==> run_1/clock_nets.png <==
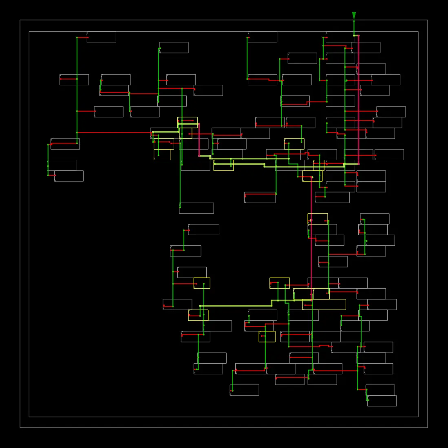
==> run_1/gates.png <==
Scale: 4 px per um.
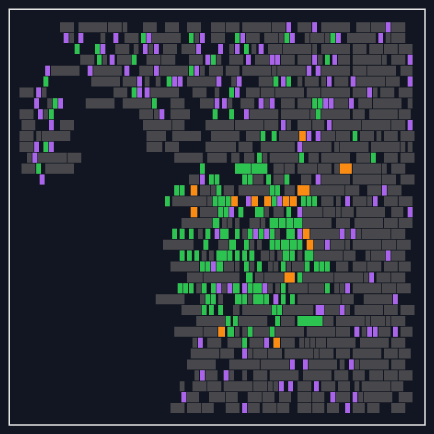
==> run_1/port_trees.png <==
Scale: 4 px per um.
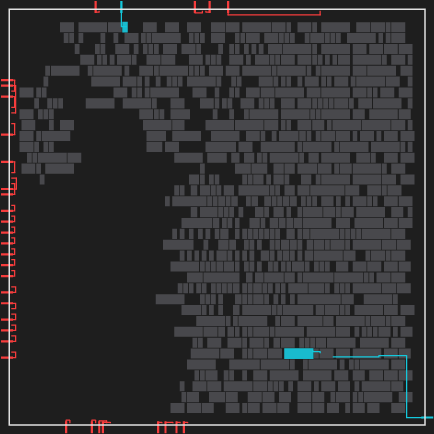
==> config.mk <==
export PLATFORM = sky130hd
export DESIGN_NAME = mem_stage
export DESIGN_NICKNAME = d
export VERILOG_FILES = /design/src/rtl/mem_pkg.sv /design/src/rtl/mem_wb_reg.sv /design/src/rtl/mem_stage.sv
export SDC_FILE = /design/constraint.sdc
export NUM_CORES = 1
export LEC_CHECK = 0
export ABC_AREA = 1
export CORE_MARGIN = 2
export CORE_UTILIZATION = 40
export DETAILED_ROUTE_END_ITERATION = 7
export PLACE_DENSITY = 0.95
export SETUP_SLACK_MARGIN = 0.4
export SLEW_MARGIN = 20
export SYNTH_ARGS = -nofsm -noshare
export SYNTH_HDL_FRONTEND = slang
export SYNTH_SLANG_ARGS = --single-unit
==> constraint.sdc <==
create_clock -name clk -period 2.4 [get_ports clk]
set_clock_uncertainty 0.1 [all_clocks]
set_input_delay 0.48 -clock clk [delete_from_list [all_inputs] [get_ports clk]]
set_output_delay 0.48 -clock clk [all_outputs]
set_load 0.02 [all_outputs]
==> run summary, run 1 <==
Status on the layout run. Among all cell types in the netlist, the one instantiated most often is sky130_fd_sc_hd__inv_1. In the layout the commonest cells are sky130_fd_sc_hd__clkdlybuf4s50_1 (149), sky130_fd_sc_hd__inv_1 (118), sky130_fd_sc_hd__nand2_1 (114), sky130_fd_sc_hd__nor2_1 (104), sky130_fd_sc_hd__dfxtp_1 (81). Final RePlAce weighted congestion landed at 0.961. The root buffer cell chosen for the clock tree is sky130_fd_sc_hd__clkbuf_8.

The script extracted a total leakage power of 2.92 nW. Wire length of the first global-routing pass landed at 15700 um. On the critical path the data arrives at 1.43 ns.

By count the netlist is led by sky130_fd_sc_hd__inv_1 (119), sky130_fd_sc_hd__nand2_1 (117), sky130_fd_sc_hd__nor2_1 (106). Worst path buffer plus inverter count landed at 2. Yosys synthesis warning count landed at 0. Total setup violations reported at the end of the flow landed at 0. The share of the Yosys chip area taken by registers is 0.459. The worst hold path belongs to the class reg -> reg. Final wirelength landed at 10000 um. The timing report gives the biggest stage delay along the critical path as 0.34 ns. Counting buffers and inverters, the worst setup path is 8 cells deep.

Clock-pin slew reported for the worst setup and hold paths after clock tree synthesis landed at 0.08 ns. Post-placement cell count landed at 804. Per the detail_route report, DRC violations left total 0.

After technology mapping, the gate count stands at 556. Count of unique library cells instantiated by Yosys landed at 25. Arithmetic-cell share of the synthesized area counting full adders, half adders and majority gates landed at 0.00631. TritonCTS built the clock tree. Summing every instance area after synthesis gives 0.00397 mm^2. Overall via count from detail_route landed at 3500. Area of the die landed at 0.0107 mm^2. Half-perimeter wire length after detailed placement landed at 7650 um.

The flow ran to the end, and the final reports show no timing, DRC or antenna violations. The worst setup path is launched from a flip-flop. In this run the mean area of a mapped cell was 7.13 um^2. Top achievable clock speed landed at 498 MHz. Area fraction in mux cells landed at 0. Floorplan die height landed at 104 um. For this design, Yosys synthesis ends with a cell count of 556.
## Picture notes: clock_nets.png
number of clock buffers inserted by TritonCTS: 9
total clock sinks: 91
number of sequential storage elements: 91
clock network power: 1.10 mW
insertion delay to the later sink of the worst-skew pair: 0.35 ns

## Picture notes: gates.png
[inv cells] purple | cells: 120 | most used: inv_1 | where: spread over the die
[aoi and oai cells] orange | cells: 15 | most used: a21oi_1
[nand cells] green | cells: 139 | most used: nand2_1
logic gate fraction of the total cell area: 0.199
most frequently placed logic cell in the final layout: sky130_fd_sc_hd__clkdlybuf4s50_1
final std cells w/o fill: 825

## Picture notes: port_trees.png
[WriteData_M] red | direction: input | end cells: 0 | buffers: 0 | wire: 119 um
[MemErr_W] cyan | direction: output | end cells: 2 | buffers: 1 | wire: 46.0 um
port buffer count: 182
number of top-level pins: 248

-- run 1: through the flow --
stage	worst slack [ns]	TNS, ns	total power, mW	hold WS (ns)
after global placement	-0.0976	-0.0976	2.13	0.374
after floorplan	0.732	0	1.95	0.353
after CTS	0.196	0	3.22	0.397
final	0.391	0	3.20	0.383
after detailed placement	-0.101	-0.101	2.15	0.375
after global routing	0.312	0	3.34	0.417
-- run 1: kinds of logic (layout without fill, tap and decap cells) --
logic type / count (synthesis) / after routing
and+or+nand+nor: 247 / 247
xor gates and xnor gates: 1 / 1
buffers and inverters: 199 / 335
other: 1 / 1
AOI/OAI and AO/OA: 15 / 15
adders and majority gates: 2 / 2
DFF: 91 / 91
-- run 1: area by class of cell --
| type | instances | area (um^2) | area share |
|---|---|---|---|
| clock buffer | 9 | 124 | 0.0216 |
| sequential | 91 | 1840 | 0.321 |
| inverter | 120 | 453 | 0.0791 |
| clock inverter | 7 | 91.3 | 0.0159 |
| timing repair buffer | 199 | 1910 | 0.333 |
| multi-input combinational | 266 | 1140 | 0.199 |
| tap | 133 | 166 | 0.0290 |
-- run 1: what timing repair did --
action	in CTS	in global routing
setup endpoints to repair	33	24
setup buffers	0	5
pin swaps	0	4
gates resized	36	24
-- run 1: routing by layer --
layer | part of all wire | vias to the layer above | wire (um) | global-route usage
met2 | 0.53 | 158 | 5320 | 0.338
met3 | 0.073 | 20 | 735 | 0.0516
li1 | - | 1790 | - | -
met1 | 0.37 | 1532 | 3740 | 0.197
met5 | 0 | - | 0 | 0
met4 | 0.024 | 0 | 243 | 0.0608
-- run 1: report_power, final --
part           switching [mW]  total [mW]  internal (mW)
sequential             0.0151        1.57           1.55
combinational           0.271       0.528          0.257
clock                   0.589        1.10          0.512
total                   0.875        3.20           2.32
==> run_1/ff_map.png <==
Scale: 3 px per um. Other sequential cells in the stronger grey, the rest of the logic in the fainter grey.
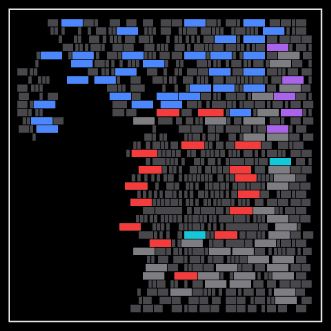

==> inputs of run 2 (changes only) <==
--- a/config.mk
+++ b/config.mk
@@ -7,9 +7,9 @@
 export LEC_CHECK = 0
 export ABC_AREA = 1
 export CORE_MARGIN = 2
-export CORE_UTILIZATION = 40
+export CORE_UTILIZATION = 33
 export DETAILED_ROUTE_END_ITERATION = 7
-export PLACE_DENSITY = 0.95
+export PLACE_DENSITY = 0.86
 export SETUP_SLACK_MARGIN = 0.4
 export SLEW_MARGIN = 20
 export SYNTH_ARGS = -nofsm -noshare
==> constraint.sdc (replaced) <==
create_clock -name clk -period 1.7 [get_ports clk]
set_clock_uncertainty 0.1 [all_clocks]
set_input_delay 0.34 -clock clk [delete_from_list [all_inputs] [get_ports clk]]
set_output_delay 0.34 -clock clk [all_outputs]
set_load 0.02 [all_outputs]
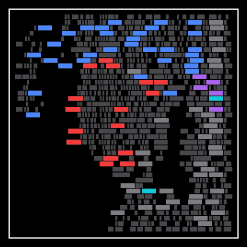
(run_2/ff_map.png)
Scale: 2 px per um. Other sequential cells in the stronger grey, the rest of the logic in the fainter grey.
[u_mem_wb_reg.wb_w] cyan | flops: 2
[u_mem_wb_reg.wreg_w] purple | flops: 5
[u_mem_wb_reg.rdata_w] blue | flops: 32 | where: a band across the top
[cnt_q] red | flops: 16
Layout Utilization: 0.533
fraction of standard cell area that is sequential: 0.290
register cell area after layout: 0.00183 mm^2
Sequential Power: 2.21 mW

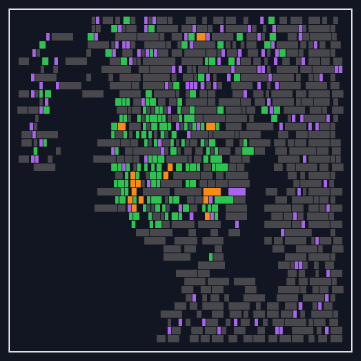
(run_2/gates.png)
Scale: 3 px per um.
[nand cells] green | cells: 139 | most used: nand2_1
[inv cells] purple | cells: 120 | most used: inv_1 | where: spread over the die
[aoi and oai cells] orange | cells: 15 | most used: a21oi_1 | where: centre
logic gate fraction of the total cell area: 0.233
final std cells w/o fill: 877
most frequently placed logic cell in the final layout: sky130_fd_sc_hd__inv_1

==> run 2 against run 1 <==
The flow now finishes with violations (setup timing). Clock-buffer cell count is the same. Flip-flop count is the same. Final cell count grew 6.3%. Highest routed layer unchanged. Via count grew 6.1%. Clock power grew 91%. Global-route usage shrank 2.0 points. Utilization shrank 5.8 points. Sequential share of layout area shrank 3.2 points.
==> run summary, run 2 <==
Status on the layout run. The flow ran to the end, but the final reports show violations. The final reports fail on setup timing. In the post-synthesis netlist, the cell with the most instances is sky130_fd_sc_hd__inv_1. Area of the die landed at 0.0129 mm^2 (+20%). In this run the worst hold path is classified as in -> reg. The wire length of the first global-routing pass came to 16500 um (+5.1%).

Per the cell usage report, the commonest logic cells after layout are sky130_fd_sc_hd__inv_1 (113), sky130_fd_sc_hd__dfxtp_1 (82), sky130_fd_sc_hd__nand2_1 (72), sky130_fd_sc_hd__nor2_1 (71), sky130_fd_sc_hd__buf_2 (70). Synthesized instance count landed at 556 (unchanged). Total area of multi-input combinational cells landed at 0.00147 mm^2 (+29%). The floorplan die height is 114 um (+9.7%). Area fraction in mux cells landed at 0 (unchanged). The half-perimeter wire length after detailed placement is 7660 um (+0.13%).

Static leakage power landed at 3.47 nW (+19%). Post-placement cell count landed at 847 (+5.3%). Clock latency on the worst-skew pair landed at 0.34 ns (about the same). The least setup slack across all paths after layout is -0.131 ns (-0.523 ns). Mean area per synthesized cell landed at 7.13 um^2 (unchanged).

Clock-pin slew reported for the worst setup and hold paths after clock tree synthesis landed at 0.07 ns (about the same). The number of buffers created by CTS is 9 (unchanged). Worst setup timing slack at the placement stage landed at -0.492 ns (-0.391 ns). Yosys synthesis warning count landed at 0 (unchanged).

Number of gates given a new drive strength after cts landed at 554 (+1400%). Number of clock sinks seen by CTS landed at 91 (unchanged). Cell area after technology mapping landed at 0.00397 mm^2 (unchanged). Share of the yosys chip area belonging to registers landed at 0.459 (unchanged). Overall via count from detail_route landed at 3712 (+6.1%). By count the netlist is led by sky130_fd_sc_hd__inv_1 (119), sky130_fd_sc_hd__nand2_1 (117), sky130_fd_sc_hd__nor2_1 (106). Post-route worst hold slack landed at 0.274 ns (-0.109 ns).

The total setup violations reported at the end of the flow came to 86 (+86). Arithmetic-cell share of the synthesized area counting full adders, half adders and majority gates landed at 0.00631 (unchanged). Number of I/O pins landed at 248 (unchanged). Number of remaining DRC errors landed at 0 (unchanged). The final wirelength was 11200 um (+12%).

The final RePlAce weighted congestion came to 0.868 (-9.7%).
==> run 2: cell counts after synthesis <==
Identical to the previous run, type by type.
==> run 2: kinds of logic (layout without fill, tap and decap cells) <==
family / after synthesis / in the layout
compound gates: 15 / 15
simple gates: 247 / 247
fa+ha+maj: 2 / 2
flops: 91 / 91
buf+inv: 199 / 373
other cells: 1 / 1
xor+xnor: 1 / 1
==> run 2: through the flow <==
step | power, mW | TNS [ns]
global placement | 3.07 | -19.82
floorplan | 2.76 | 0
CTS | 5.15 | -3.47
global route | 5.43 | -14.79
finish | 5.24 | -7.68
detailed placement | 3.08 | -21.78
==> run 2: routing by layer <==
layer	global-route usage	part of all wire	vias up
met4	0.0667	0.022	0
met3	0.0468	0.075	24
met1	0.168	0.37	1670
met5	0	0	-
li1	-	-	1868
met2	0.305	0.53	150
==> run 2: power by group <==
| part | switching, mW | internal (mW) |
|---|---|---|
| sequential | 0.0174 | 2.20 |
| clock | 0.915 | 1.18 |
| combinational | 0.488 | 0.439 |
==> run 2: final cells by class <==
type,instances,area share
Clock buffer,9,0.0356
Clock inverter,7,0.0148
Inverter,120,0.0732
Multi-Input combinational cell,266,0.233
Sequential cell,91,0.290
Tap cell,147,0.0291
Timing Repair Buffer,237,0.324
==> run 2: critical path, cell delays in order (launching register included) <==
cell	delay, ns
sky130_fd_sc_hd__dfxtp_2	0.32
sky130_fd_sc_hd__inv_2	0.07
sky130_fd_sc_hd__ha_4	0.14
sky130_fd_sc_hd__nand2_2	0.05
sky130_fd_sc_hd__nor2_1	0.08
sky130_fd_sc_hd__nand2_1	0.09
sky130_fd_sc_hd__nand2_4	0.09
sky130_fd_sc_hd__nand2_4	0.06
sky130_fd_sc_hd__buf_6	0.14
Power figures rest on the tool's default switching activity, not on a simulated workload.
